**Run 1: congestion heat map**

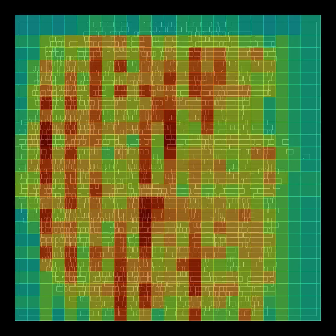
**Run 1: cell sizes after repair**

(3 px per um)
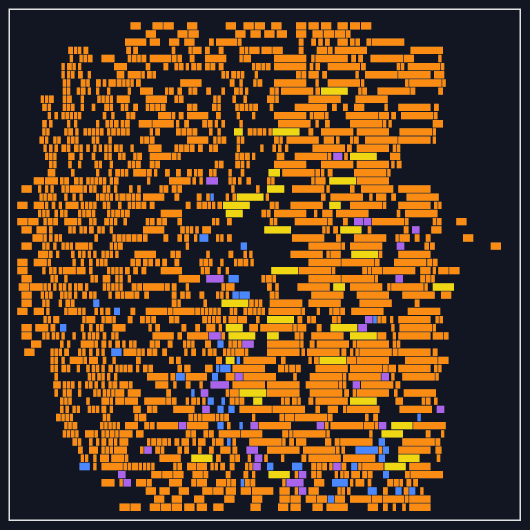
**Run 1: close-up of the layout**

Region (72, 72) to (97, 97) um. Cells in gray, sequential cells in the stronger gray; small squares are vias.
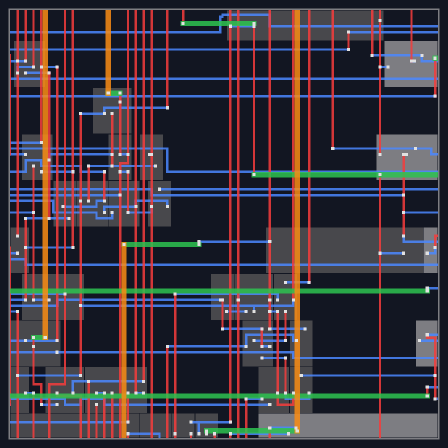
===== src/rtl/pc_ras.sv =====
// Fetch program counter with trap/redirect handling, compressed stepping and a circular return-address stack.
// Latency: every next-PC and RAS update becomes visible one clock after the qualifying edge; cur is purely registered.
// Backpressure: stall holds cur and freezes the RAS; trap and redirect still take effect while stalled.
module pc_ras #(
    parameter int              XLEN      = 32,
    parameter logic [XLEN-1:0] RESET_VEC = '0,
    parameter int              RAS_DEPTH = 4,
    parameter bit              C_EXT     = 1'b0
) (
    input  logic            clk,
    input  logic            rst,
    input  logic            stall,
    input  logic            trap,
    input  logic [XLEN-1:0] trap_vec,
    input  logic            redirect,
    input  logic            rel,
    input  logic [XLEN-1:0] tgt,
    input  logic            step_half,
    input  logic            ras_push,
    input  logic            ras_pop,
    output logic [XLEN-1:0] cur,
    output logic            ras_empty,
    output logic            ras_full,
    output logic            misalign
);

    localparam int PTR_W = $clog2(RAS_DEPTH);
    localparam int CNT_W = PTR_W + 1;
    localparam logic [CNT_W-1:0] FULL_CNT = CNT_W'(RAS_DEPTH);

    logic [XLEN-1:0]  ras_mem [RAS_DEPTH];
    logic [PTR_W-1:0] top;
    logic [PTR_W-1:0] top_inc;
    logic [PTR_W-1:0] top_dec;
    logic [CNT_W-1:0] count;

    logic [XLEN-1:0] step;
    logic [XLEN-1:0] seq_pc;
    logic [XLEN-1:0] abs_tgt;
    logic [XLEN-1:0] next_pc;
    logic            ras_upd;
    logic            do_push;
    logic            do_pop;
    logic            do_swap;

    assign step    = (C_EXT && step_half) ? XLEN'(2) : XLEN'(4);
    assign seq_pc  = cur + step;
    assign abs_tgt = {tgt[XLEN-1:1], 1'b0};
    assign top_inc = top + PTR_W'(1);
    assign top_dec = top - PTR_W'(1);

    // Status flags decode the registered count, so they move on the same edge as cur.
    assign ras_empty = (count == '0);
    assign ras_full  = (count == FULL_CNT);

    // With compressed instructions only byte alignment is illegal; otherwise the low two bits must be clear.
    assign misalign = C_EXT ? cur[0] : (cur[1] | cur[0]);

    // Next-PC selection: trap beats redirect, both beat stall; a return pops the RAS or falls back to tgt when empty.
    always_comb begin
        next_pc = seq_pc;
        if (trap) begin
            next_pc = trap_vec;
        end else if (redirect) begin
            next_pc = rel ? (cur + tgt) : abs_tgt;
        end else if (ras_pop && !stall && !ras_empty) begin
            next_pc = ras_mem[top];
        end else if (ras_pop && !stall) begin
            next_pc = abs_tgt;
        end else if (stall) begin
            next_pc = cur;
        end
    end

    // RAS operation decode; redirect does not block it so calls and mispredicted returns still maintain the stack.
    always_comb begin
        ras_upd = !trap && !stall;
        do_swap = ras_upd && ras_push && ras_pop && !ras_empty;
        do_push = ras_upd && ras_push && !do_swap;
        do_pop  = ras_upd && ras_pop && !ras_push && !ras_empty;
    end

    // PC, top pointer and occupancy; a full push wraps top and silently overwrites the oldest entry.
    always_ff @(posedge clk) begin
        if (rst) begin
            cur   <= RESET_VEC;
            top   <= '0;
            count <= '0;
        end else begin
            cur <= next_pc;
            if (do_push) begin
                top <= top_inc;
                if (count != FULL_CNT) begin
                    count <= count + CNT_W'(1);
                end
            end else if (do_pop) begin
                top   <= top_dec;
                count <= count - CNT_W'(1);
            end
        end
    end

    // Entry storage needs no reset: count gates every read that matters.
    always_ff @(posedge clk) begin
        if (!rst) begin
            if (do_push) begin
                ras_mem[top_inc] <= seq_pc;
            end else if (do_swap) begin
                ras_mem[top] <= seq_pc;
            end
        end
    end

endmodule


===== config.mk =====
export PLATFORM = sky130hd
export DESIGN_NAME = pc_ras
export DESIGN_NICKNAME = d
export VERILOG_FILES = /design/src/rtl/pc_ras.sv
export SDC_FILE = /design/constraint.sdc
export NUM_CORES = 1
export LEC_CHECK = 0
export ABC_AREA = 1
export CAP_MARGIN = 20
export CORE_MARGIN = 2
export CORE_UTILIZATION = 40
export CTS_BUF_LIST = sky130_fd_sc_hd__clkbuf_16
export CTS_CLUSTER_SIZE = 24
export DETAILED_ROUTE_END_ITERATION = 10
export PLACE_DENSITY = 0.67
export SLEW_MARGIN = 25
export SYNTH_ARGS = -nofsm -noshare
export SYNTH_HDL_FRONTEND = slang
export SYNTH_SLANG_ARGS = --single-unit

===== constraint.sdc =====
create_clock -name clk -period 2.79 [get_ports clk]
set_input_delay 0.279 -clock clk [delete_from_list [all_inputs] [get_ports clk]]
set_output_delay 0.279 -clock clk [all_outputs]
set_load 0.005 [all_outputs]

==> run notes, run 1 <==
Notes on the physical design

In this run the deepest clock path goes through 2 buffers. Using the TritonRoute via totals, the vias-per-cell ratio works out to 5.28. The buffer_ports step reported a buffer count of 106.

The normalized max-slew margin is 63.3%. Summing every instance area after synthesis gives 0.0110 mm^2. The power in the clock group is 0.00228 W.

The overall power consumption is 0.00670 W. The area inside the core boundary is 0.0270 mm^2. The critical path endpoint category is a flop. Switching power as a fraction of the total was reported as 32.0%. Cell internal power was estimated by the tool at 0.00455 W. The actual slew at the worst max-slew pin is 548 ps. The family with the most delay on the worst path is adder cells. Global route summary, busiest routing layer listed as met2. The library cells used most frequently in the layout, excluding fill and tap cells, are 418 x sky130_fd_sc_hd__nand2_1, 190 x sky130_fd_sc_hd__inv_1, 175 x sky130_fd_sc_hd__a21oi_1. The post-synthesis xor/xnor area fraction is 1.91%.

The total negative slack for setup checks is 0 ps. met3 track demand over resource after global routing is 1.98%. The areal power density over the cells is 512 mW/mm^2. The number of fill cells is 2612.

The initial antenna violation count came to 0. By area, the class that comes first in the final layout consists of combinational gates. Sequential cells were found to cover 42.0% of the synthesized design area. After detailed routing, the number of remaining DRC violations is 0. TritonCTS built the clock tree. The run finished with clean final reports.

The detailed-route wire length is 33.8 mm. The critical path goes through ha_1 -> fa_1 -> nand3_1 -> nand3_1 -> nand2_1 -> nand3_1 -> nand3_1 -> nand2_1 -> nand2_1 -> nand2_1 -> o21ai_0 -> a21oi_1. The detailed-route wire length on metal 1 is 15.6 mm.

The total area of multi-input combinational cells is 0.00533 mm^2. The number of top-level pins is 108. At the end of the flow, the number of nets in the layout was 1685. The first global-routing pass estimated 53.0 mm of wire. Multi-input combinational cells in the finished layout were counted as 1057. The period utilization is 81.5%. The power attributed to combinational cells is 0.00153 W. The post-route utilization of the core is recorded as 48.5%. In this run the biggest area consumer among cell types represents 34.9% of the synthesized area. The count of standard-cell rows is 60. The register share of the cell area is 35.4%. The cell with the largest stage delay on the worst path is sky130_fd_sc_hd__fa_1. The met1 capacity usage during global routing is 33.3%. The maximum single-stage delay on the critical path is 450 ps. The Yosys warning count is 0. The number of warnings in the stage logs is 28. STA puts the critical path data required time at 3100 ps.

The worst setup path is launched from a flop. The startpoint-to-endpoint class of the critical path is flop to flop. The overall die size recorded for this design is 0.0288 mm^2. The number of violations reported at the end of detailed-routing iteration 0 is 842. The largest net degree at the start of global routing is 41. The sequential share of power is 43.1%. CTS saw 167 sinks. The number of non-clock inverters in the layout is 200.

Synthesis inferred 167 register bits. The number of global-route vias before repair came to 9727. The adder-cell area share of the yosys netlist is 4.00%. The async set-reset flop share out of synthesis is 0%. The fraction of final layout cells sized beyond drive strength 1 is 6.85%.

Counting endpoints that fail hold in the final report gives 0. In the final run the clock tree shows a worst skew of 18.1 ps. After synthesis, the most frequently instantiated cells are 418 x sky130_fd_sc_hd__nand2_1, 190 x sky130_fd_sc_hd__inv_1, 175 x sky130_fd_sc_hd__a21oi_1. In this run the VDD rail shows a maximum IR drop of 367 uV. The dominant combinational cell family by area after synthesis is simple AND/OR/NAND/NOR gates. The flip-flop cell with the highest count after synthesis is sky130_fd_sc_hd__edfxtp_1. The number of setup buffers added after CTS is 0. The largest fanout of any net on the critical path is 8.

The synthesized area divided by synthesized cell count is 7.45 um^2. The final weighted congestion recorded by global placement is 0.941. The clock network contribution to total cell area is 4.46%. The number of maximum-capacitance violations recorded for the run is 0. For the finished layout, the period the worst path requires is 2270 ps. Per report_power, the top consumer among the power groups is registers. The die outline height is 170 um. The sequential group power is 0.00288 W. Sequential cells placed in the final layout were counted as 167. Per the GRT congestion report, total overflow comes to 0. The tree is rooted in a sky130_fd_sc_hd__clkbuf_16. The design received a total of 341 well taps at floorplan. Summed over all nets, wire length on met3 after detailed routing comes to 1.74 mm. Setup repair after global routing left no endpoint under its margin. The most frequent standard cell in the layout excluding fill and tap cells is sky130_fd_sc_hd__nand2_1. The number of buffers added to fix hold violations after cts is 0. After synthesis, the design contains 1477 cells according to Yosys. The number of buffers and inverters on the critical path is 0.

Based on the critical path, the design can be clocked at up to 440 MHz. In this run, distinct cell masters in the synthesized netlist total 48. The power report puts the leakage power at 5.67 nW. The dominant cell type by area after synthesis is sky130_fd_sc_hd__edfxtp_1. The net switching power is 0.00214 W. The setup violation total in the final timing report is 0. The total nets after synthesis is 1584. Synthesis produced 1477 cells. The synthesized netlist devotes 25.9% of its cell area to simple gates. The routed via count is 10200.

Clock tree synthesis inserted a total of 17 buffers. The path class of the tightest hold or removal check is input port to flop. The critical path data arrival time is 2590 ps.

The share of power burned in the clock network is 34.1%. The number of iterations in the first detailed-routing pass is 5. Sorting the synthesis cell report by count puts at the top sky130_fd_sc_hd__nand2_1. The number of flops mapped to enable cells by yosys is 128. Detailed placement finished with a half-perimeter wire length of 26.0 mm.

The clock slew at the register clock pins of the worst setup and hold paths is 70 ps. The area occupied by registers is 0.00463 mm^2. The effective utilization at floorplan is 40.8%. The main area contributors are sky130_fd_sc_hd__edfxtp_1 35%, sky130_fd_sc_hd__nand2_1 14%, sky130_fd_sc_hd__a21oi_1 8.0%. The combinational share of power is 22.8%. After detailed routing, the met2 layer carries 15.9 mm of wire. After synthesis, the chip area reported by Yosys is 0.0110 mm^2.

The uppermost layer routed is met4. The and-or/or-and share of the synthesized area is 16.5%. The quantity of gates resized following cts is 0. The clock buffer count is 17. Per the post-route antenna check, the number of violating nets is 0.

The proportion of final cell area spent on non-clock buffers is 10.4%. Counting pins that exceed their max-slew limit in the final report gives 0. The hold slack is 507 ps.

The clock insertion delay at the later pin of the skew report is 430 ps. The clock H-tree reported by CTS has 4 levels. Global routing used 23.8% of the available tracks. The die boundary width is 170 um.

The combinational share of cell area is 40.7%.
About 'congestion heat map':
average wire per standard cell: 17.5 um
met2 Use GR: 39.8%

About 'cell sizes after repair':
Orange stands for x1 and smaller, cells 1482, share 93%. Purple stands for x3 and x4, cells 33, share 2.1%. Blue stands for x2, cells 41, share 2.6%. Yellow stands for x6 and larger, cells 35, share 2.2%.
bufs w/o clock: 135
crit path setup slack, layout: 515 ps
Non-Filler Cell Area, Final: 0.0131 mm^2
growth of design area from synthesis to finish: 18.9%

About 'close-up of the layout':
Green stands for M3. Red stands for M2. Orange stands for M4. Blue stands for M1.
Most frequent: nand2_1 (7), inv_1 (4). Netlist names of flops here include ras_mem (1). Sequential cells in the window: 1. 29 logic cells have their middle in the window.

-- run 1: kinds of logic after synthesis --
kind of cell	count (synthesis)
buffers and inverters	253
AND/OR/NAND/NOR	673
AND-OR/OR-AND	326
flip-flops	167
adder cells (fa/ha/maj)	34
XOR/XNOR	24
-- run 1: stage by stage --
stage | setup slack [ps] | cell area [um^2] | std cells
3_5_place_dp | 260 | 12500 | 1900
5_1_grt | 254 | 13100 | 1932
3_3_place_gp | 271 | 12500 | 1900
2_1_floorplan | -203 | 11000 | 1477
4_1_cts | 510 | 13100 | 1932
6_report | 515 | 13100 | 1932
-- run 1: path summary, 6_finish.rpt --
| kind | startpoint | cells after the start | slack, ps | endpoint |
|---|---|---|---|---|
| max reg2reg | cur[0] | 12 | 520 | cur[16] |
| min reg2reg | top[0] | 1 | 520 | flop |
| min | trap_vec[0] | 3 | 510 | cur[0] |
| max | cur[0] | 12 | 520 | cur[16] |
-- run 1: flip-flops by register name (all words and copies together) (netlist names), named ones only --
signal and count:
count 3, top 2, ras_mem 128, cur 32
-- run 1: worst register-to-register path: stages (launching register included) --
cell	delay [ps]
sky130_fd_sc_hd__dfxtp_1	420
sky130_fd_sc_hd__ha_1	300
sky130_fd_sc_hd__fa_1	450
sky130_fd_sc_hd__nand3_1	110
sky130_fd_sc_hd__nand3_1	140
sky130_fd_sc_hd__nand2_1	90
sky130_fd_sc_hd__nand3_1	140
sky130_fd_sc_hd__nand3_1	110
sky130_fd_sc_hd__nand2_1	60
sky130_fd_sc_hd__nand2_1	50
sky130_fd_sc_hd__nand2_1	40
sky130_fd_sc_hd__o21ai_0	170
sky130_fd_sc_hd__a21oi_1	80
==> run 2, diff against run 1 <==
--- a/config.mk
+++ b/config.mk
@@ -12,7 +12,7 @@
 export CTS_BUF_LIST = sky130_fd_sc_hd__clkbuf_16
 export CTS_CLUSTER_SIZE = 24
 export DETAILED_ROUTE_END_ITERATION = 10
-export PLACE_DENSITY = 0.67
+export PLACE_DENSITY = 0.64
 export SLEW_MARGIN = 25
 export SYNTH_ARGS = -nofsm -noshare
 export SYNTH_HDL_FRONTEND = slang
==> constraint.sdc (replaced) <==
create_clock -name clk -period 2.25 [get_ports clk]
set_input_delay 0.225 -clock clk [delete_from_list [all_inputs] [get_ports clk]]
set_output_delay 0.225 -clock clk [all_outputs]
set_load 0.005 [all_outputs]
==> run 2 against run 1 <==
Cell area increased by 6.0%; clock-buffer cell count unchanged; worst setup slack got worse by 350 ps; routed wire length increased by 4.1%; largest cell class unchanged; combinational power increased by 44%; maximum frequency increased by 9.1%; register-to-register slack got worse by 350 ps; sequential cell count unchanged; sequential power increased by 22%.
==> run notes, run 2 <==
Notes on the physical design

The flow ran to the end, and the final reports show no timing, DRC or antenna violations. The most frequently used library cell after synthesis is sky130_fd_sc_hd__nand2_1. In this run the worst hold path is classified as input port to flop. STA classifies the critical path endpoint as a flop. Counting flops per register, the top entry is ras_mem. The number of vias per cell after detailed routing is 5.25.

The startpoint class of the critical path is a flop. The detail route stage leaves a number of antenna-violating nets equal to 0. The setup violation total in the final timing report is 0. The minimum period implied by the final worst setup slack is 2080 ps. The critical path data arrival time is 2410 ps. Per the cell usage report, the commonest logic cells after layout are 418 x sky130_fd_sc_hd__nand2_1, 190 x sky130_fd_sc_hd__inv_1, 175 x sky130_fd_sc_hd__a21oi_1.

Clock-pin slew was measured on the worst setup and hold paths at 80 ps. The residual overflow from global routing is 0. The family with the most delay on the worst path is simple AND/OR/NAND/NOR gates. The largest fanout of any net on the critical path is 6. The number of violations reported at the end of detailed-routing iteration 0 is 817. After the last flow step, the layout net total stands at 1786. Yosys reports that the most numerous cell types are 418 x sky130_fd_sc_hd__nand2_1, 190 x sky130_fd_sc_hd__inv_1, 175 x sky130_fd_sc_hd__a21oi_1.

The flow reports that the clock network draws 32.8% of the design power. The number of buffers added to fix hold violations after cts is 0. The most frequent standard cell in the layout excluding fill and tap cells is sky130_fd_sc_hd__nand2_1. Per the placement log, port buffering inserted 106 buffers. The chip area is 0.0288 mm^2.

The combinational share of power is 25.9%. The layout summary lists the proportion of cells stronger than drive strength 1 as 12.5%. Headroom to the max-slew limit came out at 68.5%.

Counting along the longest clock path gives a buffer depth of 2. The number of global-route vias before repair was 10000. The total nets after synthesis is 1584. Synthesis produced a netlist whose cell count is 1477.

Clock tree synthesis inserted a total of 17 buffers. The wire length of the first global-routing pass is 54.7 mm. For the final routed database, the setup TNS stands at 0 ps. Per the synth stats, the flop cell with the highest instance count is sky130_fd_sc_hd__edfxtp_1. The area inside the core boundary is 0.0270 mm^2.

The flip-flop count of the largest register, all copies and words added is 128. The number of fill cells is 2582. The maximum single-stage delay on the critical path is 500 ps. The initial antenna violation count is 0. The static leakage power is 6.18 nW. The async set-reset flop share out of synthesis is 0%. The non-filler instance count after layout is 2033. The logs give a warning total of 28.

The TritonCTS sink count is 167. The cell sequence reported for the critical path is ha_1 -> nand2_1 -> inv_1 -> nand2_1 -> inv_1 -> a21oi_1 -> nand2_1 -> nand2_1 -> nand2_1 -> nand2_1 -> nand3_1 -> nand2_1 -> a21oi_1. After floorplanning, the core was divided into 60 placement rows. For this design, the slowest cell found on the critical path is sky130_fd_sc_hd__dfxtp_1. According to the timing report, the data required time at the worst endpoint equals 2580 ps. The count of maximum capacitance violations is 0. The dominant cell type by area after synthesis is sky130_fd_sc_hd__edfxtp_1.

The area of the mapped netlist is 0.0110 mm^2. Setup repair after global routing left no endpoint under its margin. The detailed-route wire length is 35.2 mm. The number of flops mapped to enable cells by yosys is 128. The startpoint-to-endpoint class of the critical path is flop to flop.

The final timing report lists a max-slew violation count of 0. The synthesized area divided by synthesized cell count is 7.45 um^2. The total number of H-tree levels is 4.

The proportion of netlist area held by the largest area contributor is 34.9%. In this run the power density over the cells is 616 mW/mm^2. The routed via count is 10700. After layout, the design draws a total of 0.00853 W.

The transition time recorded at the tightest slew-check pin is 472 ps. The instance area at placement is 0.0133 mm^2. For the worst-skew pair, the clock arrives at the later sink with an insertion delay of 440 ps.

The worst-case IR drop observed on VDD is 539 uV. Per the detail_route report, routed wire per instance is 17.3 um. TritonCTS built the clock tree. The number of cell instances after yosys synthesis is 1477.

By area the synthesized netlist is led by sky130_fd_sc_hd__edfxtp_1 35%, sky130_fd_sc_hd__nand2_1 14%, sky130_fd_sc_hd__a21oi_1 8.0%. The placed wire-length estimate after detailed placement is 27.3 mm. The largest net degree at the start of global routing is 59. For this design the total switching power over the nets is 0.00271 W.

The number of iterations in the first detailed-routing pass is 6. The die outline height is 170 um. The die boundary width is 170 um.

The warning tally printed by Yosys for this design is 0. The number of top-level pins is 108. In the power breakdown, the internal column shows 0.00582 W. The post-synthesis chip area from yosys is 0.0110 mm^2. In the final layout, the registers with the most flip-flops are ras_mem (128), cur (32), count (3). The placed instance count is 2001.

For the completed layout, the total cell area is recorded as 0.0139 mm^2. At the end of routability-driven placement, the weighted congestion stood at 0.951. OpenROAD reports that the post-layout worst path occupies 92.6% of the period. After synthesis, the netlist uses 48 different library cells. On the final layout, the worst clock skew is 15.4 ps. In this run, synthesis produced a sequential element count of 167.

The root buffer selected by CTS is sky130_fd_sc_hd__clkbuf_16. The antenna diode instance count is 0. For reference, the final report shows the hold violation count at 0. Relative to the synthesized area, the layout overhead comes to 26.0%. The post-route DRC violation count is 0. Timing would allow up to 480 MHz.

The share of synthesized area occupied by flip-flops and latches is 42.0%. Looking at the power breakdown, sequential logic takes 41.3% of the total. The number of buffers and inverters on the critical path is 2. The most used cell along the critical path is sky130_fd_sc_hd__nand2_1.

The effective utilization at floorplan is 40.8%. The fraction of power spent switching nets is 31.8%.
## run 2: area by class of cell
cell class              instances  area [um^2]  share of cell area [%]
clock buffers                  17          425                    3.07
clock inverters                15          138                   0.993
inverters                     200          751                    5.41
multi-input cells            1057         5340                    38.5
flip-flops and latches        167         4630                    33.4
well taps                     341          427                    3.08
repair buffers                236         2160                    15.6
## run 2: through the flow
stage / hold WS (ps) / worst slack, ps
finish: 455 / 166
global route: 462 / 9.77
CTS: 444 / 167
detailed placement: 507 / -146
global placement: 493 / -89.0
floorplan: 294 / -217
## run 2: cell families after synthesis
family | share of synthesized area, %
compound gates | 16.5
xor+xnor | 1.91
fa+ha+maj | 4.00
buf+inv | 9.62
flops | 42.0
simple gates | 25.9
## run 2: repair_timing
action | CTS | global route
endpoints found under the setup margin | 0 | 4
resized | 0 | 2
buffers inserted | 0 | 0
## run 2: worst paths after layout
check	start	to	slack, ps	cells past startpoint
worst max-delay path	cur[12]	cur[29]	170	13
worst min-delay path	trap_vec[3]	cur[3]	460	3
worst max register to register	cur[12]	cur[29]	170	13
worst min register to register	count[2]	count[2]	520	2
## run 2: metal layers
layer	share of wire, %	up-vias	GRT usage (%)
met4	2.4	0	7.95
met2	46	400	39.7
met1	45	4927	34.8
li1	-	5306	-
met5	0	-	0
met3	6.9	47	2.74
## run 2: power groups by stage
| stage | Clock [W] | Combinational, W | Sequential, W |
|---|---|---|---|
| after detailed placement | 0 | 0.00218 | 0.00359 |
| after floorplan | 0 | 0.00119 | 0.00359 |
| after global placement | 0 | 0.00216 | 0.00358 |
| final | 0.00280 | 0.00221 | 0.00352 |
| after global routing | 0.00294 | 0.00244 | 0.00353 |
| after CTS | 0.00282 | 0.00219 | 0.00352 |
**Run 2: sequential cells colored by netlist name**

(2 px per um)
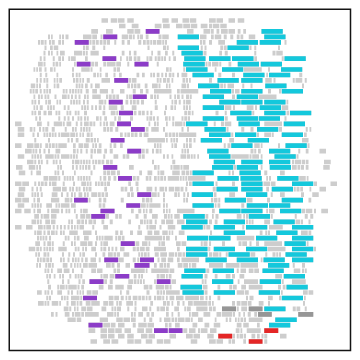
Red stands for count, flops 3. Cyan stands for ras_mem, flops 128. Purple stands for cur, flops 32.
Another 4 sequential cells are not colored.
register fraction of the total cell area: 33.4%
power attributed to sequential cells: 0.00352 W
final core utilization: 51.4%
total area of sequential cells: 0.00463 mm^2

**Run 2: congestion heat map**

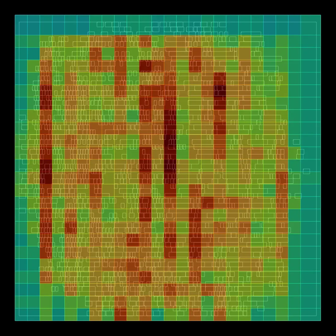
met1 Use GR: 34.8%
met2 Use GR: 39.7%
overall track demand over capacity in global routing: 24.7%
global routing met3 resource utilization: 2.74%
busiest layer in global routing: met2

Power is estimated from default activity; no workload was simulated.
